==> src/rtl/fetch_queue.sv <==
// rtl/fetch_queue.sv - prefetching instruction fetch queue that flushes on pointer redirect
// Optional FETCH_BYPASS_EN: forwards a response straight to the core while the queue is empty.
module fetch_queue #(
    parameter int DEPTH = 4
) (
    input  logic        clk,
    input  logic        _reset,
    input  logic [31:0] pointer,
    input  logic        advance,
    output logic [31:0] instr_out,
    output logic        instr_valid,
    output logic        mem_req,
    output logic [31:0] mem_addr,
    input  logic        mem_ack,
    input  logic        mem_rvalid,
    input  logic [31:0] mem_rdata
);
    localparam int AW = $clog2(DEPTH);
    localparam int CW = AW + 1;
    localparam logic [CW:0] DEPTH_V = (CW + 1)'(DEPTH);

    typedef enum logic {RUN, DRAIN} state_t;

    state_t        state, state_next;
    logic [31:0]   fetch_addr;
    logic [31:0]   stream_base;
    logic [CW-1:0] outstanding, outstanding_next;
    logic [CW-1:0] count;
    logic [AW-1:0] rd_ptr, wr_ptr;
    logic [31:0]   fifo_mem [DEPTH];

    logic          redirect;
    logic          rsp;
    logic          accept;
    logic          push, pop, bypass;
    logic [CW:0]   in_use;

    assign redirect = (pointer != stream_base);
    // A response with nothing outstanding belongs to no tracked request and is dropped.
    assign rsp      = mem_rvalid && (outstanding != '0);
    assign in_use   = {1'b0, count} + {1'b0, outstanding};
    assign mem_addr = fetch_addr;
    assign accept   = mem_req && mem_ack;

    always_comb begin
        state_next       = state;
        mem_req          = 1'b0;
        instr_valid      = 1'b0;
        instr_out        = 32'h0;
        push             = 1'b0;
        pop              = 1'b0;
        bypass           = 1'b0;
        if (state == RUN && !_reset && !redirect) begin
            mem_req = (in_use < DEPTH_V);
            if (count != '0) begin
                instr_valid = 1'b1;
                instr_out   = fifo_mem[rd_ptr];
                pop         = advance;
            end
`ifdef FETCH_BYPASS_EN
            else if (rsp) begin
                instr_valid = 1'b1;
                instr_out   = mem_rdata;
                bypass      = advance;
            end
`endif
            push = rsp && !bypass;
        end
        outstanding_next = outstanding + CW'(accept) - CW'(rsp);
        // Stale responses must all come back before the new stream may issue requests.
        if (redirect || state == DRAIN)
            state_next = (outstanding_next != '0) ? DRAIN : RUN;
    end

    always_ff @(posedge clk or posedge _reset) begin
        if (_reset) begin
            state       <= RUN;
            fetch_addr  <= 32'h0;
            stream_base <= 32'h0;
            outstanding <= '0;
            count       <= '0;
            rd_ptr      <= '0;
            wr_ptr      <= '0;
        end else begin
            state       <= state_next;
            outstanding <= outstanding_next;
            if (redirect) begin
                fetch_addr  <= pointer;
                stream_base <= pointer;
                count       <= '0;
                rd_ptr      <= '0;
                wr_ptr      <= '0;
            end else begin
                if (accept)
                    fetch_addr <= fetch_addr + 32'd1;
                if (pop || bypass)
                    stream_base <= stream_base + 32'd1;
                if (push)
                    wr_ptr <= wr_ptr + AW'(1);
                if (pop)
                    rd_ptr <= rd_ptr + AW'(1);
                count <= count + CW'(push) - CW'(pop);
            end
        end
    end

    always_ff @(posedge clk) begin
        if (push)
            fifo_mem[wr_ptr] <= mem_rdata;
    end

endmodule
==> config.mk <==
export PLATFORM = sky130hd
export DESIGN_NAME = fetch_queue
export DESIGN_NICKNAME = d
export VERILOG_FILES = /design/src/rtl/fetch_queue.sv
export SDC_FILE = /design/constraint.sdc
export NUM_CORES = 1
export LEC_CHECK = 0
export CAP_MARGIN = 20
export CELL_PAD_IN_SITES_DETAIL_PLACEMENT = 1
export CELL_PAD_IN_SITES_GLOBAL_PLACEMENT = 1
export CORE_ASPECT_RATIO = 1.25
export CORE_MARGIN = 2
export CORE_UTILIZATION = 40
export CTS_CLUSTER_DIAMETER = 50
export DETAILED_ROUTE_END_ITERATION = 8
export PLACE_DENSITY_LB_ADDON = 0.1
export SYNTH_ARGS = -nofsm -noshare
export SYNTH_HDL_FRONTEND = slang
export SYNTH_SLANG_ARGS = --single-unit
export TNS_END_PERCENT = 10
==> constraint.sdc <==
create_clock -name clk -period 4.6 [get_ports clk]
set_clock_uncertainty 0.1 [all_clocks]
set_input_delay 0.46 -clock clk [delete_from_list [all_inputs] [get_ports clk]]
set_output_delay 0.46 -clock clk [all_outputs]
set_load 0.02 [all_outputs]
### The metal 4 layer, run 1

Supply wires on this layer in grey.
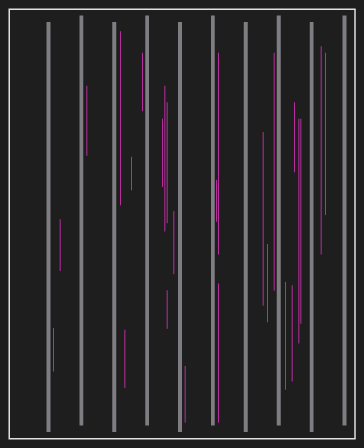
longest straight run: 97.9 um
nets with wire on the layer: 19
main direction: vertical
wire length on this layer: 1200 um
via count: 6589
final wirelength: 27500 um

### Cells by drive strength, run 1

Scale bar: 50 um.
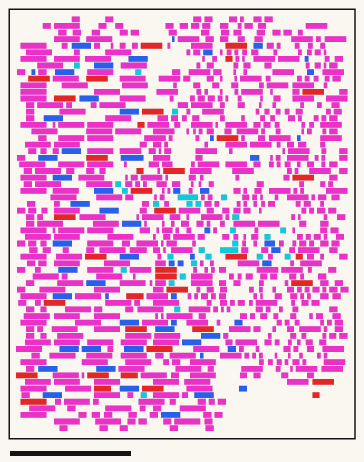
| colour | size | cells | share | most used |
|---|---|---|---|---|
| red | x6 and larger | 37 | 4.2% | clkbuf_16 |
| cyan | x3 and x4 | 27 | 3.1% | buf_4 |
| blue | x2 | 58 | 6.7% | mux4_2 |
| magenta | x1 and smaller | 749 | 86% | clkdlybuf4s50_1 |
Non-clk bufs: 157
Area Growth Syn to Fin: 27.5%
setup ws final: 610 ps
final instance area: 12200 um2

### Clock wires, drivers and flops, run 1

Scale bar: 50 um.
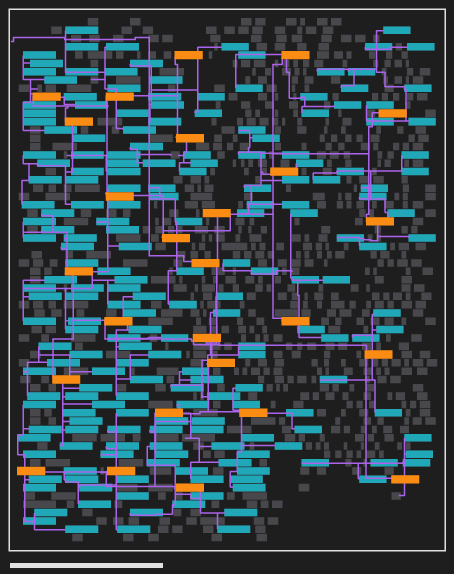
[orange] clock-net drivers | count: 26
[purple] clock wires | length: 2660 um
[cyan] flip-flops | count: 203
routed clock nets: 27
Clk. pwr: 2.00 mW
clock network power share: 45.2%

run 1: final timing paths:
| path | slack [ps] | end | startpoint |
|---|---|---|---|
| worst max-delay path | 610 | instr_out[29] | stream_base[19]$_DFFE_PP0P_ |
| worst min-delay path | 440 | outstanding[2]$_DFF_PP0_ | outstanding[2]$_DFF_PP0_ |
| worst max register to register | 1060 | state$_DFFE_PP0P_ | stream_base[29]$_DFFE_PP0P_ |
| worst min register to register | 440 | outstanding[2]$_DFF_PP0_ | outstanding[2]$_DFF_PP0_ |
| max in group asynchronous | 2950 | stream_base[13]$_DFFE_PP0P_ | _reset |
| min in group asynchronous | 580 | mem_addr[10]$_DFFE_PP0P_ | _reset |
run 1: sequential cells by signal (all words and copies together) (netlist names):
name	cells
mem_addr	32
outstanding	3
stream_base	32
state	1
count	3
fifo_mem	128
wr_ptr	2
rd_ptr	2
run 1: worst reg2reg max path: stages, from the launching register on:
cell and delay, ps:
dfrtp_1 440, xnor2_1 240, nand4_1 220, nor4_2 380, buf_4 200, and2_2 290
nand2_1 90, ha_1 280, inv_1 40, ha_1 180, fa_1 370, xor2_1 160
xnor2_1 140, o32a_1 290
run 1: synthesized netlist by cell type, drive strengths merged (3+ instances only):
cell / number / area share [%]
edfxtp: 128 / 40
dfrtp: 75 / 20
a21oi: 71 / 3.7
xnor2: 71 / 6.5
nand4: 33 / 2.2
nor3b: 33 / 2.6
mux4: 32 / 7.6
clkbuf: 28 / 1.1
nand2: 21 / 0.83
nand3: 21 / 1.1
and3: 17 / 1.1
buf: 17 / 0.81
inv: 17 / 0.67
nor2: 17 / 0.67
xor2: 16 / 1.5
a31oi: 14 / 0.92
nor4: 13 / 0.92
or3: 13 / 0.85
ha: 12 / 1.6
o21ai: 10 / 0.53
and4: 9 / 0.83
nor3: 9 / 0.47
mux2: 6 / 0.71
or4: 5 / 0.39
o31ai: 4 / 0.32
and2: 3 / 0.20
nor4b: 3 / 0.43
o21ba: 3 / 0.32
run 1: through the flow:
step	setup WS, ps	cell area (um2)
2_1_floorplan	1040	9530
3_3_place_gp	651	11300
3_5_place_dp	558	11300
4_1_cts	563	12200
5_1_grt	390	12200
6_report	610	12200
run 1: where the power goes:
group / switching [mW] / total (mW) / internal (mW)
clock network: 0.802 / 2.00 / 1.19
logic: 0.191 / 0.363 / 0.172
registers: 0.0624 / 2.05 / 1.99
run 1: per-layer routing:
layer / routed length [um] / GRT usage (%) / vias to the layer above / share of wire [%]
met2: 14300 / 40.1 / 179 / 52
met5: 0 / 0 / - / 0
met4: 1200 / 9.96 / 0 / 4.4
met3: 1260 / 3.55 / 59 / 4.6
met1: 10800 / 26.5 / 3366 / 39
li1: - / - / 2985 / -
run 1: area by class of cell:
class	count	area (um2)
Sequential cell	203	5720
Inverter	17	63.8
Timing Repair Buffer	157	1550
Fill cell	2365	11400
Clock buffer	28	679
Tap cell	292	365
Multi-Input combinational cell	446	3590
Clock inverter	20	180
run 1: kinds of logic after synthesis:
logic type	share of synthesized area [%]
AND-OR/OR-AND	6.00
XOR/XNOR	7.99
adder cells (fa/ha/maj)	2.00
buffers and inverters	2.59
flip-flops	60.0
multiplexers	8.48
AND/OR/NAND/NOR	12.9
==> ci_impl_report.md, run 1 <==
## PnR job results

| Metric | Value |
|---|---|
| Syn Area/Cell | 13.4 um2 |
| Peak VDD IR | 335 uV |
| # diodes | 0 |
| Crit path kind | flip-flop to primary output |
| Post-placement cell count | 1115 |
| CP most frequent cell | buf_4 |
| Total GRT Usage | 22.4% |
| Worst path max stage delay | 670 ps |
| Clk root buf | clkbuf_16 |
| Top cells excl fill/tap | clkdlybuf4s50_1 (134), edfxtp_1 (128), dfrtp_1 (74) |
| Total tool warning count | 29 |
| Critical Path AT | 3430 ps |
| CP max stage cell | clkdlybuf4s50_1 |
| Hold depth | 1 |
| Layout Cells excl Fill | 1163 |
| Bufs and invs on worst path | 3 |
| Top Family by Delay on Critical Path | buffers and inverters |
| Maximum operating frequency | 251 MHz |
| Core ar. | 23600 um2 |
| Hold_ws | 443 ps |
| Latency at later pin | 520 ps |
| Status | complete, no violations |
| Final Net Count | 934 |
| Port Buf Inserts | 134 |
==> run 1 -> run 2 <==
==> constraint.sdc (replaced) <==
create_clock -name clk -period 4.6 [get_ports clk]
set_clock_uncertainty 0.1 [all_clocks]
set_input_delay 1.15 -clock clk [delete_from_list [all_inputs] [get_ports clk]]
set_output_delay 1.15 -clock clk [all_outputs]
set_load 0.02 [all_outputs]
### Clock nets, run 2

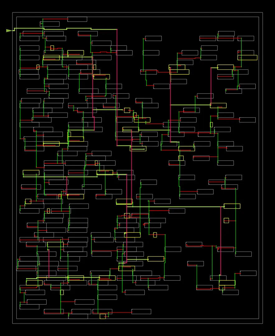
seq_cells: 203
Latency at later pin: 520 ps
Clk. pwr: 1.89 mW
Inserted Clock Buffers: 25

==> run 2 against run 1 <==
Net effect:
- maximum frequency decreased by 13%
- first-iteration DRC count up 10%
- setup slack got worse by 580 ps
- largest power group unchanged
- via count grew 2.4%
- largest cell class unchanged
- critical path type is now input pin to primary output
- non-clock buffer count grew 15
- critical endpoint is now instr_out[10]
- global-route usage decreased by 0.36 points
- highest routed layer unchanged
- die area unchanged
==> ci_impl_report.md, run 2 <==
## PnR job results

| Metric | Value |
|---|---|
| Status | complete, no violations |
| Synth top cells by count | edfxtp_1 (128), dfrtp_1 (75), a21oi_1 (71), xnor2_1 (71) |
| Post-synthesis adder-cell area fraction | 2.00% (unchanged) |
| Total GRT Usage | 22.0% (-0.36 points) |
| Yosys xor share | 7.99% (unchanged) |
| Crit path kind | input pin to primary output |
| Hold EP | outstanding[2]$_DFF_PP0_ |
| Most numerous logic cell after layout | edfxtp_1 |
| Post-synth seq share | 60.0% |
| H-Tree Depth | 1 |
| Final instance area | 12200 um2 (+0.32%) |
| Peak VDD IR | 301 uV (-10%) |
| Hold depth | 1 (unchanged) |
| Synth Cell Area | 9530 um2 |
| Yosys top cell by instances | edfxtp_1 |
| CTS hold repair buffers | 0 |
| Area Growth Syn to Fin | 27.9% |
| Ao+oa area frac | 6.00% (unchanged) |
| Final Net Count | 948 (+1.5%) |
| Final wirelength | 27000 um (-1.9%) |
| Core ar. | 23600 um2 (unchanged) |
| Critical Path AT | 3320 ps (-110 ps) |
| Hold wc startpoint | outstanding[2]$_DFF_PP0_ |
| R2R Setup Slk | 910 ps (-150 ps) |
| Via count | 6750 (+2.4%) |
| Area leader share | 40.3% (unchanged) |
| Layout Cells excl Fill | 1175 (+1.0%) |
| Main logic family after synthesis | simple AND/OR/NAND/NOR gates |
| Placed cell area | 11500 um2 (+1.9%) |
| Largest Register | fifo_mem |
| Total tool warning count | 31 (+6.9%) |
| Top cells excl fill/tap | edfxtp_1 (128), clkdlybuf4s50_1 (99), dfrtp_1 (74) |
| Yosys simple share | 12.9% (unchanged) |
| Crit Reg-Reg Startpoint | stream_base[18]$_DFFE_PP0P_ |
| Clk root buf | clkbuf_16 |
| # diodes | 0 (unchanged) |
| Worst path max stage delay | 470 ps (-200 ps) |
| Mux share | 8.48% (unchanged) |
| CP max stage cell | clkdlybuf4s50_1 |
| Top Family by Delay on Critical Path | buffers and inverters |
| Critical Path Fanout Max | 38 |
| Maximum operating frequency | 219 MHz (-13%) |
| Top cells by area | edfxtp_1 (40%), dfrtp_1 (20%), mux4_2 (7.6%), xnor2_1 (6.5%), a21oi_1 (3.7%) |
| Fillers | 2347 (-0.76%) |
run 2: metal layers:
layer  wire, um  vias up  global-route usage, %
met3       1390       60                   3.72
met2      14000      195                   39.4
li1           -     3022                      -
met4       1360        0                   10.5
met1      10300     3473                   25.6
met5          0        -                      0
run 2: layout make-up:
type | count | area (um2) | share of cell area, %
Timing Repair Buffer | 172 | 1620 | 13.3
Tap cell | 292 | 365 | 3.00
Clock buffer | 26 | 629 | 5.16
Inverter | 17 | 63.8 | 0.524
Multi-Input combinational cell | 446 | 3620 | 29.7
Clock inverter | 19 | 163 | 1.33
Sequential cell | 203 | 5720 | 46.9
run 2: stage by stage:
stage,setup WS [ps],util (%),TNS [ps],total power [mW]
3_5_place_dp,-428,48.8,-10530,2.46
6_report,27.0,51.7,0,4.32
5_1_grt,-79.1,51.7,-165,4.47
3_3_place_gp,-438,48.8,-10540,2.44
2_1_floorplan,347,-,0,2.26
4_1_cts,-15.7,52.1,-15.7,4.36
run 2: how the worst max path moves through the flow:
stage	start	endpoint
3_3_place_gp	pointer[19]	instr_out[3]
2_1_floorplan	pointer[29]	state$_DFFE_PP0P_
4_1_cts	pointer[18]	instr_out[3]
3_5_place_dp	pointer[19]	instr_out[3]
5_1_grt	pointer[16]	instr_out[10]
6_report	pointer[23]	instr_out[10]
run 2: timing repair:
action | in CTS | in global routing
resized | 45 | 87
setup endpoints to repair | 34 | 32
pin swaps | 1 | 0
run 2: logic make-up after synthesis:
| family | after synthesis |
|---|---|
| AND/OR/NAND/NOR | 201 |
| flip-flops | 203 |
| adder cells (fa/ha/maj) | 14 |
| XOR/XNOR | 87 |
| buffers and inverters | 62 |
| AND-OR/OR-AND | 104 |
| multiplexers | 40 |
run 2: power by group:
part	leakage (nW)	internal, mW	switching [mW]	total (mW)
sequential	2.04	1.99	0.0643	2.05
combinational	1.80	0.179	0.195	0.373
clock	0.387	1.11	0.779	1.89
total	4.22	3.28	1.04	4.32
==> run 2 -> run 3 <==
Settings changed: CORE_UTILIZATION 40 to 42, CTS_CLUSTER_SIZE set to 30.
### Sequential cells coloured by netlist name, run 3

Other sequential cells in the stronger grey, the rest of the logic in the fainter grey.
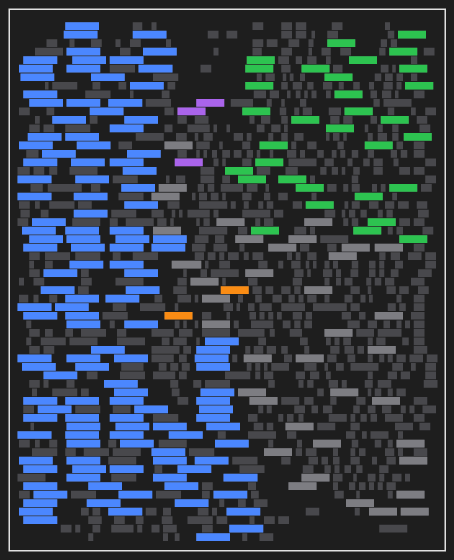
| colour | name in the netlist | placed flops |
|---|---|---|
| green | mem_addr | 32 |
| blue | fifo_mem | 128 |
| purple | outstanding | 3 |
| orange | wr_ptr | 2 |
not coloured: 38
Flop+latch power: 2.05 mW
end-of-flow core utilization: 54.9%
flop share of the area: 46.8%
Register Area: 5720 um2

==> run 3 against run 2 <==
Net effect:
- register-to-register slack got worse by 20 ps
- routed wire length rose by 2.1%
- die area fell by 4.6%
- sequential power barely moved
- hold slack improved by 2.3 ps
- synthesized cell count did not move
- cell area rose by 0.40%
- sequential cell count did not move
- highest routed layer unchanged
- via count fell by 0.73%
- total power fell by 1.2%
==> ci_impl_report.md, run 3 <==
## PnR job results

| Metric | Value |
|---|---|
| Status | complete, no violations |
| Final wirelength | 27600 um (+2.1%) |
| Area Growth Syn to Fin | 28.4% |
| NetSw | 1.04 mW (+0.30%) |
| H-Tree Depth | 1 (unchanged) |
| Most numerous logic cell after layout | edfxtp_1 |
| Area leader share | 40.3% (unchanged) |
| Maximum operating frequency | 219 MHz (+0.26%) |
| CTS hold repair buffers | 0 (unchanged) |
| Critical Path Fanout Max | 15 (-61%) |
| Clock network power share | 43.1% (-0.7 points) |
| Postcts setup bufs | 0 |
| First-pass GRT wire length | 43100 um |
| Placed cell area | 11400 um2 (-0.55%) |
| Latency at later pin | 510 ps (about the same) |
| Final instance area | 12200 um2 (+0.40%) |
| Core ar. | 22300 um2 (-5.4%) |
| Final Net Count | 945 (-0.32%) |
| Synth Cell Area | 9530 um2 (unchanged) |
| Sw frac | 24.4% (+0.36 points) |
| Clk root buf | clkbuf_16 |
| Largest Register | fifo_mem |
| Total chip power | 4.27 mW (-1.2%) |
| # diodes | 0 (unchanged) |
| Flop pwr share | 48.1% (+0.5 points) |
| Pint | 3.23 mW (-1.6%) |
| Synth top cells by count | edfxtp_1 (128), dfrtp_1 (75), a21oi_1 (71), xnor2_1 (71) |
| Crit path kind | input pin to primary output |
| Yosys top cell by instances | edfxtp_1 |
| Top cells by area | edfxtp_1 (40%), dfrtp_1 (20%), mux4_2 (7.6%), xnor2_1 (6.5%), a21oi_1 (3.7%) |
| Top cells excl fill/tap | edfxtp_1 (128), clkdlybuf4s50_1 (85), dfrtp_1 (74) |
| Comb pwr share | 8.8% (+0.2 points) |
| Post-synth seq share | 60.0% (unchanged) |
| Inserted Clock Buffers | 22 (-12%) |
| Critical Path AT | 3310 ps (about the same) |
| Fillers | 2208 (-5.9%) |
==> run 3: cell counts after synthesis <==
Identical to the previous run, type by type.
==> run 3: cell type report <==
cell class	instances	area, um2	area share, %
flip-flops and latches	203	5720	46.8
multi-input cells	446	3690	30.1
repair buffers	172	1650	13.5
clock buffers	25	583	4.76
well taps	283	354	2.89
clock inverters	14	176	1.44
inverters	17	63.8	0.521
==> run 3: worst paths after layout <==
path | from | endpoint | slack (ps) | depth (start not counted)
max | pointer[3] | instr_out[28] | 40 | 8
min | outstanding[2]$_DFF_PP0_ | outstanding[2]$_DFF_PP0_ | 470 | 1
max reg2reg | stream_base[0]$_DFFE_PP0P_ | state$_DFFE_PP0P_ | 890 | 14
min reg2reg | outstanding[2]$_DFF_PP0_ | outstanding[2]$_DFF_PP0_ | 470 | 1
max in group asynchronous | _reset | stream_base[17]$_DFFE_PP0P_ | 2550 | 4
min in group asynchronous | _reset | outstanding[0]$_DFF_PP0_ | 1140 | 3
==> run 3: per-layer routing <==
metal / global-route usage, % / part of all wire [%] / up-vias
met4: 12.0 / 5.5 / 0
met5: 0 / 0 / -
met2: 42.1 / 52 / 197
met3: 3.41 / 4.1 / 63
met1: 27.3 / 39 / 3432
li1: - / - / 3009
==> run 3: timing repair <==
action	CTS	global route
gates resized	73	92
cloned	0	2
endpoints found under the setup margin	34	34
pin swaps	0	10
==> run 3: cells by family (layout without fill, tap and decap cells) <==
group,after synthesis,in the layout,share of synthesized area (%)
DFF,203,203,60.0
and+or+nand+nor,201,201,12.9
AOI/OAI and AO/OA,104,104,6.00
xor gates and xnor gates,87,87,7.99
buffers and inverters,62,228,2.59
muxes,40,40,8.48
adders and majority gates,14,14,2.00
==> run 3: power by group through the flow <==
stage,combinational [mW],clock (mW),sequential [mW]
after global routing,0.411,1.95,2.06
after floorplan,0.171,0,2.09
after detailed placement,0.370,0,2.09
after global placement,0.355,0,2.08
after CTS,0.377,1.89,2.05
final,0.375,1.84,2.05
==> run 3: per-stage QoR <==
step | std cells | worst slack [ps] | setup TNS [ps] | utilization, %
floorplan | 711 | 347 | 0 | -
global placement | 1119 | -401 | -11320 | 51.3
detailed placement | 1119 | -448 | -10230 | 51.3
CTS | 1158 | -18.3 | -18.3 | 54.8
global route | 1160 | -73.7 | -146 | 54.9
finish | 1160 | 39.0 | 0 | 54.9
==> run 3: critical path, stage by stage <==
cell,delay [ps]
clkdlybuf4s50_1,560
xnor2_1,140
nand4_1,160
nor4_4,350
nand2_4,150
buf_12,190
nor3b_1,280
clkdlybuf4s15_2,310
Power and IR drop assume default switching activity.
